File: config.mk
export PLATFORM = sky130hd
export DESIGN_NAME = c_add_sched
export DESIGN_NICKNAME = d
export VERILOG_FILES = /design/src/rtl/c_add_sched.sv
export SDC_FILE = /design/constraint.sdc
export NUM_CORES = 1
export LEC_CHECK = 0
export CORE_AREA = 2 2 39 41
export CTS_CLUSTER_SIZE = 14
export DETAILED_ROUTE_END_ITERATION = 6
export DIE_AREA = 0 0 41 43
export DONT_BUFFER_PORTS = 1
export GPL_TIMING_DRIVEN = 0
export PLACE_DENSITY_LB_ADDON = 0.05
export SKIP_CTS_REPAIR_TIMING = 1
export SLEW_MARGIN = 20
export SYNTH_ARGS = -nofsm -noshare
export SYNTH_HDL_FRONTEND = slang
export SYNTH_SLANG_ARGS = --single-unit
File: constraint.sdc
create_clock -name clk -period 3.7 [get_ports clk]
set_input_delay 0.74 -clock clk [delete_from_list [all_inputs] [get_ports clk]]
set_output_delay 0.74 -clock clk [all_outputs]
set_load 0.005 [all_outputs]
File: src/rtl/c_add_sched.sv
// Round-robin scheduler sharing one n-input adder among num_reqs requesters,
// with a single-entry result slot. Optional per-requester accumulators: C_ADD_SCHED_ACCUM_EN.

module c_add_nto1 #(
    parameter int width     = 1,
    parameter int num_ports = 2,
    parameter int out_width = $clog2(num_ports * ((1 << width) - 1) + 1)
) (
    input  logic [0:num_ports*width-1] data_in,
    output logic [0:out_width-1]       data_out
);
    always_comb begin
        data_out = '0;
        for (int p = 0; p < num_ports; p++) begin
            data_out = data_out + out_width'(data_in[p*width +: width]);
        end
    end
endmodule

module c_add_sched #(
    parameter int width     = 1,
    parameter int num_ports = 2,
    parameter int num_reqs  = 4,
    parameter int acc_width = 16,
    localparam int out_width = $clog2(num_ports * ((1 << width) - 1) + 1),
    localparam int id_width  = (num_reqs > 1) ? $clog2(num_reqs) : 1,
`ifdef C_ADD_SCHED_ACCUM_EN
    localparam int res_width = acc_width
`else
    localparam int res_width = out_width
`endif
) (
    input  logic                               clk,
    input  logic                               reset,
    input  logic [0:num_reqs-1]                req,
    input  logic [0:num_reqs*num_ports*width-1] data_in,
    output logic [0:num_reqs-1]                gnt,
    input  logic                               res_ready,
    output logic                               res_valid,
    output logic [0:id_width-1]                res_id,
    output logic [0:res_width-1]               res_data
`ifdef C_ADD_SCHED_ACCUM_EN
    ,
    input  logic [0:num_reqs-1]                acc_clr
`endif
);
    localparam int vec_width = num_ports * width;

    // res_valid is the slot state itself: FULL means a result is being held.
    typedef enum logic {EMPTY = 1'b0, FULL = 1'b1} state_t;

    state_t                  state_q, state_d;
    logic [id_width-1:0]     ptr_q, ptr_d;
    logic [0:id_width-1]     res_id_q, res_id_d;
    logic [0:res_width-1]    res_data_q, res_data_d;

    logic [id_width-1:0]     win;
    logic                    found;
    logic                    slot_free;
    logic                    grant;
    int                      idx;
    logic [0:vec_width-1]    sel_data;
    logic [0:out_width-1]    sum;

    // Round-robin search starting at ptr, wrapping modulo num_reqs.
    always_comb begin
        found = 1'b0;
        win   = '0;
        idx   = 0;
        for (int k = 0; k < num_reqs; k++) begin
            idx = int'(ptr_q) + k;
            if (idx >= num_reqs) begin
                idx = idx - num_reqs;
            end
            if (!found && req[idx]) begin
                found = 1'b1;
                win   = id_width'(idx);
            end
        end
    end

    assign slot_free = (state_q == EMPTY) || res_ready;
    assign grant     = reset && found && slot_free;

    always_comb begin
        gnt = '0;
        if (grant) begin
            gnt[win] = 1'b1;
        end
    end

    assign sel_data = data_in[win*vec_width +: vec_width];

    c_add_nto1 #(
        .width     (width),
        .num_ports (num_ports),
        .out_width (out_width)
    ) u_add (
        .data_in  (sel_data),
        .data_out (sum)
    );

`ifdef C_ADD_SCHED_ACCUM_EN
    logic [acc_width-1:0] acc_q [num_reqs];
    logic [acc_width-1:0] acc_d [num_reqs];
    logic [acc_width-1:0] acc_new;

    // A clear coinciding with a grant restarts the accumulator from this sum.
    always_comb begin
        acc_new = (acc_clr[win] ? '0 : acc_q[win]) + acc_width'(sum);
        for (int i = 0; i < num_reqs; i++) begin
            acc_d[i] = acc_clr[i] ? '0 : acc_q[i];
            if (grant && (win == id_width'(i))) begin
                acc_d[i] = acc_new;
            end
        end
    end

    always_ff @(posedge clk or negedge reset) begin
        if (!reset) begin
            for (int i = 0; i < num_reqs; i++) begin
                acc_q[i] <= '0;
            end
        end else begin
            for (int i = 0; i < num_reqs; i++) begin
                acc_q[i] <= acc_d[i];
            end
        end
    end
`endif

    always_comb begin
        state_d    = state_q;
        ptr_d      = ptr_q;
        res_id_d   = res_id_q;
        res_data_d = res_data_q;
        if (grant) begin
            state_d  = FULL;
            ptr_d    = (win == id_width'(num_reqs - 1)) ? '0 : win + 1'b1;
            res_id_d = win;
`ifdef C_ADD_SCHED_ACCUM_EN
            res_data_d = acc_new;
`else
            res_data_d = sum;
`endif
        end else if (state_q == FULL && res_ready) begin
            state_d = EMPTY;
        end
    end

    always_ff @(posedge clk or negedge reset) begin
        if (!reset) begin
            state_q    <= EMPTY;
            ptr_q      <= '0;
            res_id_q   <= '0;
            res_data_q <= '0;
        end else begin
            state_q    <= state_d;
            ptr_q      <= ptr_d;
            res_id_q   <= res_id_d;
            res_data_q <= res_data_d;
        end
    end

    assign res_valid = (state_q == FULL);
    assign res_id    = res_id_q;
    assign res_data  = res_data_q;
endmodule

Fig. 1: run 1, routed metal, one color a layer
Scale: 8 px per um.
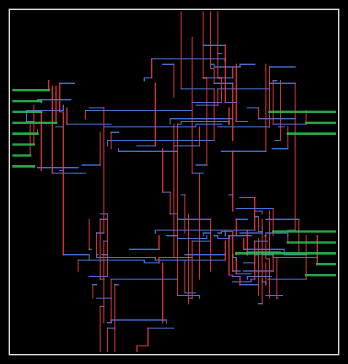
red -> M2  # wire length 519 um
green -> M3  # wire length 75.9 um
blue -> M1  # wire length 376 um

Fig. 2: run 1, clock wires, drivers and flops
Scale: 6 px per um.
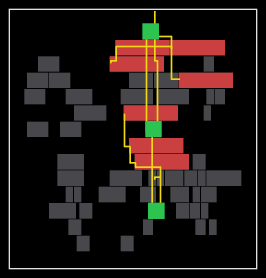
yellow -> clock wires  # length 99.6 um
green -> clock-net drivers  # count 3
red -> flip-flops  # count 7
routed clock nets = 4
clock group power: 0.0670 mW
clock power share: 0.192

Fig. 3: run 1, selected gate families
Scale: 8 px per um.
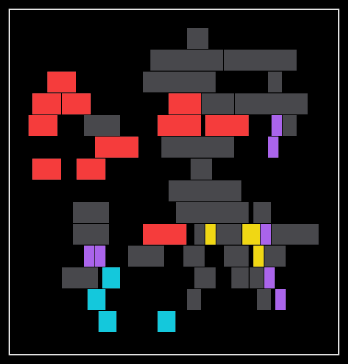
red -> mux cells  # cells 11, most used mux2i_1
yellow -> nor cells  # cells 3, most used nor2_1
cyan -> and/or cells  # cells 4, most used and2_1
purple -> inv cells  # cells 7, most used inv_1
combinational share of cell area: 0.539
final cell count without fillers: 70

==> flow_metrics.tcl, run 1 <==
# place-and-route summary
set metrics [dict create \
    maxCapViolations 0 \
    seq_power_share 0.398 \
    holdWs_ns 0.187 \
    fin_skew_ns 0.000349 \
    clk_pin_slew_ns 0.05 \
    met2_usage 0.203 \
    n_all_buffers 2 \
    place_ws_ns 1.03 \
    powerComb_mw 0.143 \
    switching_share 0.340 \
    grt_pass1_wl_um 1370 \
    num-multi-input-gates 34 \
    syn-cell-area_sq_um 532 \
    clock-sinks 7 \
    status "completed" \
    grt_max_degree 11 \
    coreArea_sq_um 1380 \
    post_drt_via_cell_ratio 5.36 \
    openroad.warnings 29 \
    worst_pin_slew_ns 0.401 \
    cp_max_fo 7 \
    endpoint_kind "primary output" \
    highest_layer "met3" \
    synth_seq_share 0.329 \
    finalCritPeriodShare 0.721 \
    leakagePower_nw 0.295 \
    comb_power_share 0.410 \
    seq_cell_count 7 \
    cts-root-buf "clkbuf_4" \
    die_w_um 41 \
    antennaDiodeCount 0 \
    hold_class "primary input to async pin" \
    seqCellArea_sq_um 175 \
    numPortBuffers 0 \
    vias 375 \
    ff2ff_setup_slack_ns 1.67 \
    inverters 7 \
    syn2layout_area_growth_pct 8.71 \
    io_pins 24 \
    drv_slew 0 \
    ir_drop_v 0.000150 \
    insertion_delay_ns 0.24 \
    grt_pass1_vias 382 \
    cts_buffers 3 \
    cp-start-kind "primary input" \
    worstPathRequired_ns 2.96 \
    fp-utilization 0.384 \
    syn_inst 50 \
    tns_ns 0 \
    p_total_mw 0.349 \
    rsz0062_at_grt "false" \
    p_seq_mw 0.139 \
    routed_wl_um 970 \
    largestClassByArea "logic gates" \
    chipArea_sq_um 1760 \
    worstSetupPathType "primary input to primary output" \
    met2WireLength_um 518 \
    wl_met1_um 375 \
    htree_levels 1 \
    top_usage_layer "met2" \
    synth_top_cell_by_area "dfrtp_1" \
]
run 1: synth_stat cells, drive strengths merged:
| cell | count |
|---|---|
| a21o | 1 |
| a21oi | 5 |
| and2 | 4 |
| buf | 2 |
| dfrtp | 7 |
| ha | 5 |
| inv | 7 |
| mux2 | 5 |
| mux2i | 6 |
| nor2 | 2 |
| nor2b | 1 |
| o21ai | 1 |
| o22a | 1 |
| o22ai | 2 |
| o41ai | 1 |
run 1: worst paths after layout:
kind / start / endpoint / cells after the start
hold / removal: reset / ptr_q[1] / 0
setup / recovery: req[0] / gnt[0] / 7
max in group asynchronous: reset / res_data[0] / 0
min in group clk: res_data[1] / res_data[1] / 1
hold reg to reg: res_data[1] / res_data[1] / 1
setup reg to reg: ptr_q[1] / res_data[1] / 8
run 1: worst max-delay path, cell delays in order:
cell and delay [ns]:
nor2b_1 0.12, a21oi_1 0.14, o22ai_1 0.11, a21oi_2 0.33, inv_1 0.12, ha_1 0.22
and2_1 0.15
run 1: cell families after synthesis:
| group | share of synthesized area |
|---|---|
| AOI/OAI and AO/OA | 0.148 |
| buffers and inverters | 0.0847 |
| adders and majority gates | 0.118 |
| muxes | 0.247 |
| DFF | 0.329 |
| and+or+nand+nor | 0.0729 |
run 1: cell usage in the layout, fill, tap and decap left out:
master    synthesis  routed
ha_1              5       5
buf_4             1       1
clkbuf_4          0       3
inv_1             7       7
o22a_1            1       1
and2_1            4       4
o21ai_0           1       1
mux2i_1           6       6
a21o_1            1       1
clkbuf_1          0       1
dfrtp_1           7       7
nor2_1            2       2
o22ai_1           2       2
a21oi_1           4       4
buf_6             1       1
mux2_2            1       1
a21oi_2           1       1
mux2_4            4       4
o41ai_2           1       1
nor2b_1           1       1
==> inputs of run 2 (changes only) <==
clock period = 2.65 ns   (was 3.7 ns; I/O delays follow)
Fig. 4: run 2, track usage over the die
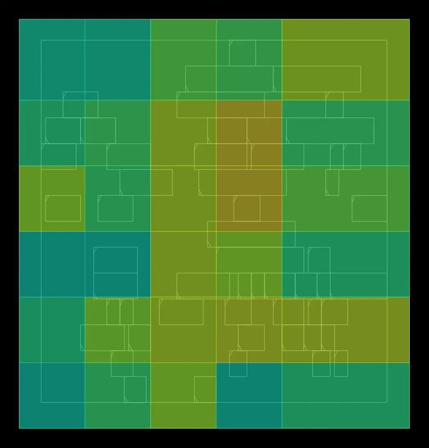
grt met3 use: 0
GRT busiest layer: met2

==> flow_metrics.tcl, run 2 <==
# place-and-route summary
set metrics [dict create \
    endpoint_kind "primary output" \
    syn2layout_area_growth_pct 10.6 \
    ff_type "dfrtp_1" \
    ys_sh_adder 0.118 \
    grt_pass1_vias 382 \
    fin_skew_ns 0.000230 \
    reg2reg_to "res_data[1]" \
    async_flop_share 1.00 \
    clock-sinks 7 \
    worst_pin_slew_ns 0.401 \
    crit_buf_inv 1 \
    io_pins 24 \
    status "completed" \
    worst_path_max_delay_cell "dfrtp_1" \
    hold_class "primary input to register" \
    xor_share 0 \
    p_total_mw 0.490 \
    die_w_um 41 \
    clk_pin_slew_ns 0.05 \
    mux_area_frac 0.247 \
    vias 378 \
    leakagePower_nw 0.300 \
    hold_end "res_valid" \
    cp_top_family "AND-OR/OR-AND gates" \
    openroad.warnings 29 \
    syn_inst 50 \
    reg2regPathDepth 8 \
    post_drt_via_cell_ratio 5.32 \
    final_layout_top_logic_cells "inv_1 (7), dfrtp_1 (7), mux2i_1 (6), ha_1 (5)" \
    min_from "res_ready" \
    cts_buffers 3 \
    aoi_share 0.148 \
    cts-root-buf "clkbuf_4" \
    worstSetupPathType "register to primary output" \
    r2r_start "ptr_q[1]" \
    ff2ff_setup_slack_ns 0.62 \
    tns_ns 0 \
]
## run 2: cell counts after synthesis
No cell type changed its count.
## run 2: layout make-up
cell class | instances | area (sq um)
buffer | 2 | 18.8
clock buffer | 4 | 26.3
sequential | 7 | 175
fill | 144 | 796
multi-input combinational | 34 | 312
tap | 16 | 20.0
inverter | 7 | 26.3
timing repair buffer | 1 | 10.0
## run 2: kinds of logic after synthesis
logic type / count (synthesis)
multiplexers: 11
AND/OR/NAND/NOR: 7
AND-OR/OR-AND: 11
adder cells (fa/ha/maj): 5
flip-flops: 7
buffers and inverters: 9
## run 2: how the worst max path moves through the flow
stage	start	to	slack [ns]	cells after the start
floorplan	req[0]	gnt[0]	0.59	7
global placement	req[0]	gnt[2]	0.48	7
detailed placement	req[0]	gnt[0]	0.40	7
CTS	ptr_q[0]	gnt[0]	0.33	7
global route	ptr_q[0]	gnt[0]	0.25	7
finish	ptr_q[0]	gnt[0]	0.35	7
## run 2: layer usage
layer  global-route usage  wire [um]  vias up
met2                0.203        524       18
met4                0.120          0        0
met3                    0         75        0
met1                0.118        379      181
li1                     -          -      179
met5                    0          0        -
## run 2: worst reg2reg max path: cells and delay by family, from the launching register on
family                   cells  cell delay [ns]
flip-flops                   1             0.42
AND-OR/OR-AND                3             0.47
adder cells (fa/ha/maj)      1             0.29
multiplexers                 3             0.57
buffers and inverters        1             0.16
## run 2: where the power goes
part	leakage, nW	total [mW]	internal, mW	switching, mW
clock	0.0150	0.0936	0.0573	0.0363
sequential	0.0819	0.194	0.151	0.0432
combinational	0.203	0.203	0.115	0.0881
Power figures rest on the tool's default switching activity, not on a simulated workload.
